--- src/rtl/fp_compare_seq.sv ---
// fp_compare_seq: multi-cycle IEEE-754 compare-and-select unit.
// Classifies (a, b) as lt / eq / gt / unordered and returns max/min,
// resolving magnitude with an MSB-first scan of one bit per cycle.
// Optional feature macro: FP_CMP_EARLY_EXIT_EN
//   defined   -> special pairs bypass the scan and the scan stops at the
//                first differing bit (data-dependent latency)
//   undefined -> every operation scans all DATA_W-1 magnitude bits
//                (constant latency of DATA_W cycles, identical results)
module fp_compare_seq #(
    parameter int DATA_W = 32,
    parameter int EXP_W  = 8
) (
    input  logic              clk,
    input  logic              rst,
    input  logic              in_valid,
    output logic              in_ready,
    input  logic [DATA_W-1:0] in_a,
    input  logic [DATA_W-1:0] in_b,
    output logic              out_valid,
    input  logic              out_ready,
    output logic              out_lt,
    output logic              out_eq,
    output logic              out_gt,
    output logic              out_unord,
    output logic [DATA_W-1:0] out_max,
    output logic [DATA_W-1:0] out_min
);

    localparam int MAN_W = DATA_W - 1 - EXP_W;
    localparam int IDX_W = $clog2(DATA_W);
    localparam logic [IDX_W-1:0] IDX_TOP = IDX_W'(DATA_W - 2);
    localparam logic [DATA_W-1:0] QNAN =
        {1'b0, {EXP_W{1'b1}}, 1'b1, {(MAN_W - 1){1'b0}}};

    typedef enum logic [1:0] {ST_IDLE, ST_SCAN, ST_DONE} state_t;
    typedef enum logic [1:0] {RES_LT, RES_EQ, RES_GT, RES_UN} res_t;

    state_t            state_q, state_d;
    logic [IDX_W-1:0]  idx_q, idx_d;
    logic [DATA_W-1:0] opA_q, opA_d;
    logic [DATA_W-1:0] opB_q, opB_d;
    logic              lt_q, lt_d;
    logic              eq_q, eq_d;
    logic              gt_q, gt_d;
    logic              unord_q, unord_d;
    logic [DATA_W-1:0] max_q, max_d;
    logic [DATA_W-1:0] min_q, min_d;

`ifndef FP_CMP_EARLY_EXIT_EN
    // Without early exit the decision is remembered while the scan runs on.
    logic              decided_q, decided_d;
    res_t              code_q, code_d;
`endif

    logic              inSpecial;
    res_t              inCode;
    logic              scanDiff;
    res_t              scanCode;
    logic              loadRes;
    res_t              loadCode;
    logic [DATA_W-1:0] loadA;
    logic [DATA_W-1:0] loadB;

    function automatic logic isNan(input logic [DATA_W-1:0] x);
        return (&x[DATA_W-2 -: EXP_W]) && (|x[MAN_W-1:0]);
    endfunction

    function automatic logic isZero(input logic [DATA_W-1:0] x);
        return ~|x[DATA_W-2:0];
    endfunction

    assign in_ready  = (state_q == ST_IDLE);
    assign out_valid = (state_q == ST_DONE);
    assign out_lt    = lt_q;
    assign out_eq    = eq_q;
    assign out_gt    = gt_q;
    assign out_unord = unord_q;
    assign out_max   = max_q;
    assign out_min   = min_q;

    // Classify pairs whose answer does not need a magnitude scan.
    always_comb begin
        inSpecial = 1'b0;
        inCode    = RES_EQ;
        if (isNan(in_a) || isNan(in_b)) begin
            inSpecial = 1'b1;
            inCode    = RES_UN;
        end else if (isZero(in_a) && isZero(in_b)) begin
            inSpecial = 1'b1;
            inCode    = RES_EQ;
        end else if (in_a[DATA_W-1] != in_b[DATA_W-1]) begin
            inSpecial = 1'b1;
            inCode    = in_a[DATA_W-1] ? RES_LT : RES_GT;
        end
    end

    // Current scan bit: the operand holding the 1 has the larger magnitude,
    // which means the smaller value when both operands are negative.
    always_comb begin
        scanDiff = opA_q[idx_q] ^ opB_q[idx_q];
        scanCode = (opA_q[idx_q] ^ opA_q[DATA_W-1]) ? RES_GT : RES_LT;
    end

    // Next-state logic for the IDLE -> SCAN -> DONE sequence and result load.
    always_comb begin
        state_d  = state_q;
        idx_d    = idx_q;
        opA_d    = opA_q;
        opB_d    = opB_q;
        lt_d     = lt_q;
        eq_d     = eq_q;
        gt_d     = gt_q;
        unord_d  = unord_q;
        max_d    = max_q;
        min_d    = min_q;
        loadRes  = 1'b0;
        loadCode = RES_EQ;
        loadA    = opA_q;
        loadB    = opB_q;
`ifndef FP_CMP_EARLY_EXIT_EN
        decided_d = decided_q;
        code_d    = code_q;
`endif

        case (state_q)
            ST_IDLE: begin
                if (in_valid) begin
                    opA_d = in_a;
                    opB_d = in_b;
`ifdef FP_CMP_EARLY_EXIT_EN
                    if (inSpecial) begin
                        state_d  = ST_DONE;
                        loadRes  = 1'b1;
                        loadCode = inCode;
                        loadA    = in_a;
                        loadB    = in_b;
                    end else begin
                        state_d = ST_SCAN;
                        idx_d   = IDX_TOP;
                    end
`else
                    state_d   = ST_SCAN;
                    idx_d     = IDX_TOP;
                    decided_d = inSpecial;
                    code_d    = inCode;
`endif
                end
            end

            ST_SCAN: begin
`ifdef FP_CMP_EARLY_EXIT_EN
                if (scanDiff || (idx_q == '0)) begin
                    state_d  = ST_DONE;
                    loadRes  = 1'b1;
                    loadCode = scanDiff ? scanCode : RES_EQ;
                end else begin
                    idx_d = idx_q - IDX_W'(1);
                end
`else
                if (!decided_q && scanDiff) begin
                    decided_d = 1'b1;
                    code_d    = scanCode;
                end
                if (idx_q == '0) begin
                    state_d  = ST_DONE;
                    loadRes  = 1'b1;
                    loadCode = decided_q ? code_q : (scanDiff ? scanCode : RES_EQ);
                end else begin
                    idx_d = idx_q - IDX_W'(1);
                end
`endif
            end

            ST_DONE: begin
                if (out_ready) begin
                    state_d = ST_IDLE;
                    lt_d    = 1'b0;
                    eq_d    = 1'b0;
                    gt_d    = 1'b0;
                    unord_d = 1'b0;
                end
            end

            default: begin
                state_d = ST_IDLE;
            end
        endcase

        if (loadRes) begin
            lt_d    = (loadCode == RES_LT);
            eq_d    = (loadCode == RES_EQ);
            gt_d    = (loadCode == RES_GT);
            unord_d = (loadCode == RES_UN);
            case (loadCode)
                RES_UN: begin
                    max_d = QNAN;
                    min_d = QNAN;
                end
                RES_LT: begin
                    max_d = loadB;
                    min_d = loadA;
                end
                default: begin
                    max_d = loadA;
                    min_d = loadB;
                end
            endcase
        end
    end

    // State and result registers; reset abandons any operation in flight.
    always_ff @(posedge clk or posedge rst) begin
        if (rst) begin
            state_q <= ST_IDLE;
            idx_q   <= '0;
            opA_q   <= '0;
            opB_q   <= '0;
            lt_q    <= 1'b0;
            eq_q    <= 1'b0;
            gt_q    <= 1'b0;
            unord_q <= 1'b0;
            max_q   <= '0;
            min_q   <= '0;
        end else begin
            state_q <= state_d;
            idx_q   <= idx_d;
            opA_q   <= opA_d;
            opB_q   <= opB_d;
            lt_q    <= lt_d;
            eq_q    <= eq_d;
            gt_q    <= gt_d;
            unord_q <= unord_d;
            max_q   <= max_d;
            min_q   <= min_d;
        end
    end

`ifndef FP_CMP_EARLY_EXIT_EN
    // Pending decision carried through the full-length scan.
    always_ff @(posedge clk or posedge rst) begin
        if (rst) begin
            decided_q <= 1'b0;
            code_q    <= RES_EQ;
        end else begin
            decided_q <= decided_d;
            code_q    <= code_d;
        end
    end
`endif

endmodule
--- config.mk ---
export PLATFORM = sky130hd
export DESIGN_NAME = fp_compare_seq
export DESIGN_NICKNAME = d
export VERILOG_FILES = /design/src/rtl/fp_compare_seq.sv
export SDC_FILE = /design/constraint.sdc
export NUM_CORES = 1
export LEC_CHECK = 0
export ABC_AREA = 1
export CAP_MARGIN = 20
export CORE_MARGIN = 2
export CORE_UTILIZATION = 29
export CTS_BUF_LIST = sky130_fd_sc_hd__clkbuf_2 sky130_fd_sc_hd__clkbuf_4 sky130_fd_sc_hd__clkbuf_8
export DETAILED_ROUTE_END_ITERATION = 6
export PLACE_DENSITY = 0.52
export SETUP_SLACK_MARGIN = 0.15
export SYNTH_ARGS = -nofsm -noshare
export SYNTH_HDL_FRONTEND = slang
export SYNTH_SLANG_ARGS = --single-unit
--- constraint.sdc ---
create_clock -name clk -period 6.8 [get_ports clk]
set_input_delay 1.7 -clock clk [delete_from_list [all_inputs] [get_ports clk]]
set_output_delay 1.7 -clock clk [all_outputs]
set_load 0.005 [all_outputs]
==> results.txt, run 1 <==
Implementation results. The root buffer cell chosen for the clock tree is clkbuf_8. The main area contributors are dfrtp_1 (47%), nand2_1 (13%), o21ai_0 (11%). Number of logic inverters in the finished layout landed at 111. The report shows a maximum critical-path fanout of 53.

Cell count after synthesis landed at 989. Pins over their slew limit in the final report were tallied at 0. Area of the multi-input gates landed at 3190 sq um. The synthesized design spends more area on one cell type than any other, namely dfrtp_1.

Per the layout report, the design carries 18 clock buffers. Share of the core filled by cells before placement landed at 29.6%. Share of total power in the clock network landed at 21.3%. The worst setup path is captured at a flip-flop.

Clock skew after layout landed at 21.2 ps. H-tree depth landed at 4. The clock tree has to reach 142 sinks. The most frequently used library cell after synthesis is nand2_1. Prior to clock tree synthesis, the placed netlist has a worst setup slack of 2290 ps. Worst hold margin landed at 488 ps. Warnings raised by the tools during the run amount to 29. The final timing summary puts the cycle share of the worst path at 66.1%. The flow ran to the end, and the final reports show no timing, DRC or antenna violations.

Worst stage delay on the critical path landed at 870 ps. Placement row count landed at 58. Count of buffers from port buffering landed at 137. In this run, flip-flops and latches consume 40.4% of the power.

Area of placed instances landed at 9020 sq um. Synthesis produced a netlist with a net count of 1063. Yosys warning tally landed at 0. In the Yosys report, the sequential cells make up 47.5% of the chip area. Final design area excluding fillers landed at 9480 sq um.

The internal power of the cells totals 2.23 mW. Across all checked pins, the minimum headroom to the slew limit is 40.9%.
[run 1: per-stage QoR]
stage | instances | total power [mW]
2_1_floorplan | 989 | 2.39
3_3_place_gp | 1403 | 2.93
3_5_place_dp | 1403 | 2.95
4_1_cts | 1435 | 3.75
5_1_grt | 1435 | 4.03
6_report | 1435 | 3.71
[run 1: cells by family after synthesis]
family	synth area share (%)
buffers and inverters	9.94
flip-flops	47.5
AND/OR/NAND/NOR	25.1
adder cells (fa/ha/maj)	1.00
AND-OR/OR-AND	16.1
multiplexers	0.301
[run 1: worst min-delay path, delay by kind of cell, from the launching register on]
kind | cells | cell delay, ps
flops | 1 | 350
compound gates | 1 | 60
simple gates | 1 | 50
[run 1: routing by layer]
layer  routed length, microns  share of wire (%)  vias to the layer above  global-route usage (%)
li1                         -                  -                     3432                       -
met1                    10600                 47                     3200                    23.7
met2                    10500                 47                      151                    27.7
met3                     1040                4.6                       16                    3.44
met4                      294                1.3                        0                    3.83
met5                        0                  0                        -                       0
[run 1: power by group through the flow]
stage | Clock, mW | Combinational (mW) | Sequential (mW)
global route | 0.844 | 1.64 | 1.55
global placement | 0 | 1.42 | 1.51
floorplan | 0 | 1.01 | 1.38
finish | 0.790 | 1.42 | 1.50
CTS | 0.808 | 1.44 | 1.50
detailed placement | 0 | 1.43 | 1.52
[run 1: final timing paths]
| check | start | end | slack, ps | cells past startpoint |
|---|---|---|---|---|
| worst max-delay path | idx_q[0] | out_max[23] | 2300 | 19 |
| worst min-delay path | out_min[25] | out_min[25] | 490 | 2 |
| worst max register to register | idx_q[0] | out_max[23] | 2300 | 19 |
| worst min register to register | out_min[25] | out_min[25] | 490 | 2 |
| max in group asynchronous | rst | loadB[1] | 3690 | 3 |
| min in group asynchronous | rst | out_min[15] | 1760 | 2 |
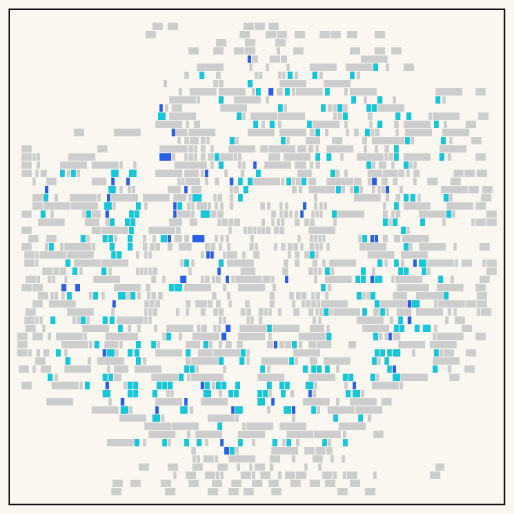
run_1/logic_types.png
Scale: 3 px per micron.
| family | color | cells | most used |
|---|---|---|---|
| NOR gates | blue | 55 | nor2_1 |
| inverting AOI/OAI gates | cyan | 227 | o21ai_0 |
number of standard cells in the final layout excluding fillers: 1435
commonest non-fill, non-tap cell in the layout: nand2_1
proportion of cell area occupied by multi-input gates: 33.6%

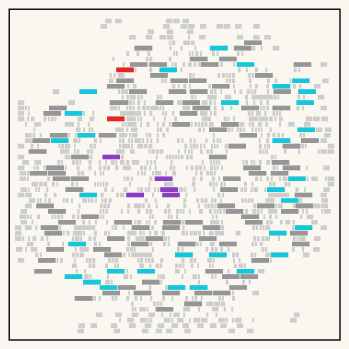
run_1/flops_by_reg.png
Scale: 2 px per micron. Other sequential cells in the stronger gray, the rest of the logic in the fainter gray.
| name in the netlist | color | sequential cells |
|---|---|---|
| out_min | cyan | 32 |
| state_q | red | 2 |
| idx_q | purple | 5 |
not colored: 103
Sequential Area: 3550 sq um
final standard cell utilization of the core: 37.5%
Sequential Power: 1.50 mW

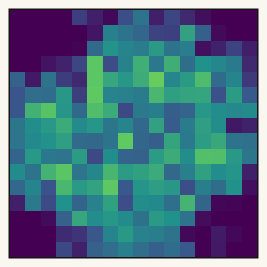
run_1/cell_density.png
Scale: 1.5 px per micron. 16 x 16 tiles, from dark purple (low) to yellow (high), 0 to 100% covered.
nearly empty tiles: 16%
fullest tile: 77%
emptiest ninth of the die: top left
tiles over 75% full: 0.80%
mean over tiles: 34%

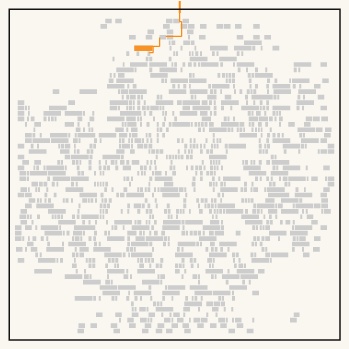
run_1/io_fan.png
Scale: 2 px per micron.
| port | color | bits | direction | end cells | buffers | wire |
|---|---|---|---|---|---|---|
| out_lt | orange | 1 | output | 1 | 1 | 34.5 microns |

==> run 1 -> run 2 <==
--- a/config.mk
+++ b/config.mk
@@ -11,7 +11,7 @@
 export CORE_UTILIZATION = 29
 export CTS_BUF_LIST = sky130_fd_sc_hd__clkbuf_2 sky130_fd_sc_hd__clkbuf_4 sky130_fd_sc_hd__clkbuf_8
 export DETAILED_ROUTE_END_ITERATION = 6
-export PLACE_DENSITY = 0.52
+export PLACE_DENSITY = 0.54
 export SETUP_SLACK_MARGIN = 0.15
 export SYNTH_ARGS = -nofsm -noshare
 export SYNTH_HDL_FRONTEND = slang
==> constraint.sdc (replaced) <==
create_clock -name clk -period 4 [get_ports clk]
set_input_delay 1 -clock clk [delete_from_list [all_inputs] [get_ports clk]]
set_output_delay 1 -clock clk [all_outputs]
set_load 0.005 [all_outputs]
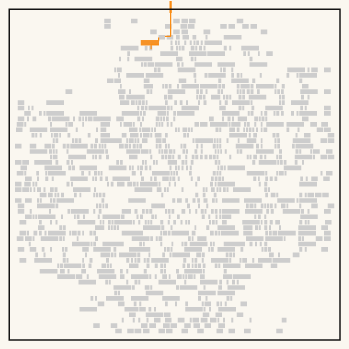
run_2/io_fan.png
Scale: 2 px per micron.
| port | color | bits | direction | end cells | buffers | wire |
|---|---|---|---|---|---|---|
| out_lt | orange | 1 | output | 1 | 1 | 23.3 microns |
tally of buffers added on design ports: 137
count of boundary I/O pins: 138

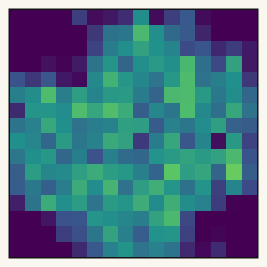
run_2/cell_density.png
Scale: 1.5 px per micron. 16 x 16 tiles, from dark purple (low) to yellow (high), 0 to 100% covered.
Core Util at FP: 29.6%
final standard cell utilization of the core: 37.9%

==> run 2 against run 1 <==
  * Power rose by 72%
  * Core utilization rose by 0.39 points
  * Hold slack got worse by 1.9 ps
  * Register-to-register slack got worse by 1600 ps
  * Sequential share of layout area fell by 0.39 points
  * Critical path depth fell by 3
  * Sequential power rose by 67%
  * Maximum frequency rose by 37%
  * First-iteration DRC count fell by 19%
  * Via count rose by 1.3%
  * Critical endpoint is now out_min[26]
  * Largest cell class unchanged
  * Highest routed layer unchanged
==> results.txt, run 2 <==
Implementation results. After synthesis the netlist holds a flip-flop and latch count of 142. Hold-critical path depth landed at 2. In this run the full chip footprint comes out at 27100 sq um.

Routed length on met1 landed at 10.8 mm. Total global-route track usage over all layers is 17.1%. Aggregate routed wire length landed at 22.4 mm. dfrtp_1 takes more of the synthesized area than any other cell. The worst register-to-register path has a setup slack of 720 ps.

The flow ran to the end, and the final reports show no timing, DRC or antenna violations. In the post-synthesis netlist, the cell with the most instances is nand2_1. Sequential area share after synthesis landed at 47.5%. Clock skew after layout landed at 13.9 ps. Cell area after synthesis landed at 7480 sq um.

Count of placed standard cells in the final layout, fillers left out landed at 1440. The top cell type in the final layout, fill and taps aside, is nand2_1. Floorplan core area landed at 25300 sq um. Met3 wire length landed at 931 microns. Among all stages on the critical path, the largest delay is contributed by dfrtp_1. Once placement completed, the tool counted placed cells totaling 1408. STA shows the worst min-delay path finishing at out_min[16]. Signal nets in the final route climb as high as met4.

The layer flagged by global routing as most heavily used is met2. Routing resource usage on met1 recorded by global route was 23.9%. The synthesized instance count is 989. The final max-slew violation count recorded for this run is 0. Across all stage logs, warnings added up to 31.

On the final layout, the worst hold slack is 486 ps. Looking at the critical path, the highest net fanout was 22. STA classifies the critical path endpoint as a flip-flop.

Placement row count landed at 58. The report puts the cell count of the worst reg-to-reg path at 16. Looking at the clock tree report, the root buffer type is clkbuf_8. Total clock sinks landed at 142. Global routing consumed, on the met2 layer, 26.6% of the routing resources. The clock tree synthesis step divided the H-tree into 4 levels.

In the finished design, the share of the clock period the worst path needs comes to 82.0%. Yosys warning tally landed at 0. For reference, the top cells by area after synthesis are dfrtp_1 (47%), nand2_1 (13%), o21ai_0 (11%). Remaining max-slew budget at the tightest pin landed at 49.0%.

The stat command in Yosys gives a chip area of 7480 sq um. Looking at the reg2reg group, the worst path starts from idx_q[0]. At floorplan, the net count of the design was reported as 1063. On met3, the global router reports a usage of 3.57%. In the detailed route, the total length drawn on met2 is 10.2 mm.

Looking at the cell usage after synthesis, the top flip-flop cell is dfrtp_1. STA lists the endpoint of the worst register-to-register path as out_min[26]. Worst stage delay on the critical path landed at 760 ps. From left edge to right edge, the die measures 165 microns.

Looking at hold timing, the worst path starts from out_min[16].
run 2: cell counts after synthesis:
No cell type changed its count.
run 2: how the worst max path moves through the flow:
stage / startpoint / to / slack, ps / cells after the start
after floorplan: idx_q[1] / out_min[0] / 1110 / 16
after global placement: idx_q[0] / out_max[14] / 840 / 19
after detailed placement: idx_q[0] / out_max[29] / 730 / 17
after CTS: idx_q[0] / out_max[29] / 720 / 17
after global routing: idx_q[0] / out_max[27] / 320 / 17
final: idx_q[0] / out_min[26] / 720 / 16
run 2: cell families after synthesis:
kind of cell    count (synthesis)  synth area share, %
fa+ha+maj                       6                 1.00
compound gates                227                 16.1
mux                             2                0.301
flops                         142                 47.5
buf+inv                       172                 9.94
simple gates                  440                 25.1
run 2: per-stage QoR:
stage | setup slack (ps) | util [%] | area, sq um | power, mW
2_1_floorplan | 1110 | - | 7480 | 4.06
3_3_place_gp | 844 | 36.1 | 9110 | 5.02
3_5_place_dp | 728 | 36.1 | 9110 | 5.05
4_1_cts | 720 | 37.9 | 9580 | 6.46
5_1_grt | 318 | 37.9 | 9580 | 6.93
6_report | 719 | 37.9 | 9580 | 6.38
run 2: area by class of cell:
| type | count | area [sq um] |
|---|---|---|
| tap | 330 | 413 |
| inverter | 111 | 432 |
| multi-input combinational | 675 | 3190 |
| clock buffer | 19 | 262 |
| fill | 2662 | 15700 |
| timing repair buffer | 150 | 1520 |
| clock inverter | 13 | 210 |
| sequential | 142 | 3550 |
run 2: where the power goes:
group / leakage, nW / total (mW) / internal [mW] / switching (mW)
logic: 2.32 / 2.49 / 1.11 / 1.38
clock network: 0.232 / 1.38 / 0.778 / 0.599
registers: 1.82 / 2.51 / 1.97 / 0.541
total: 4.36 / 6.38 / 3.86 / 2.52
Power figures rest on the tool's default switching activity, not on a simulated workload.
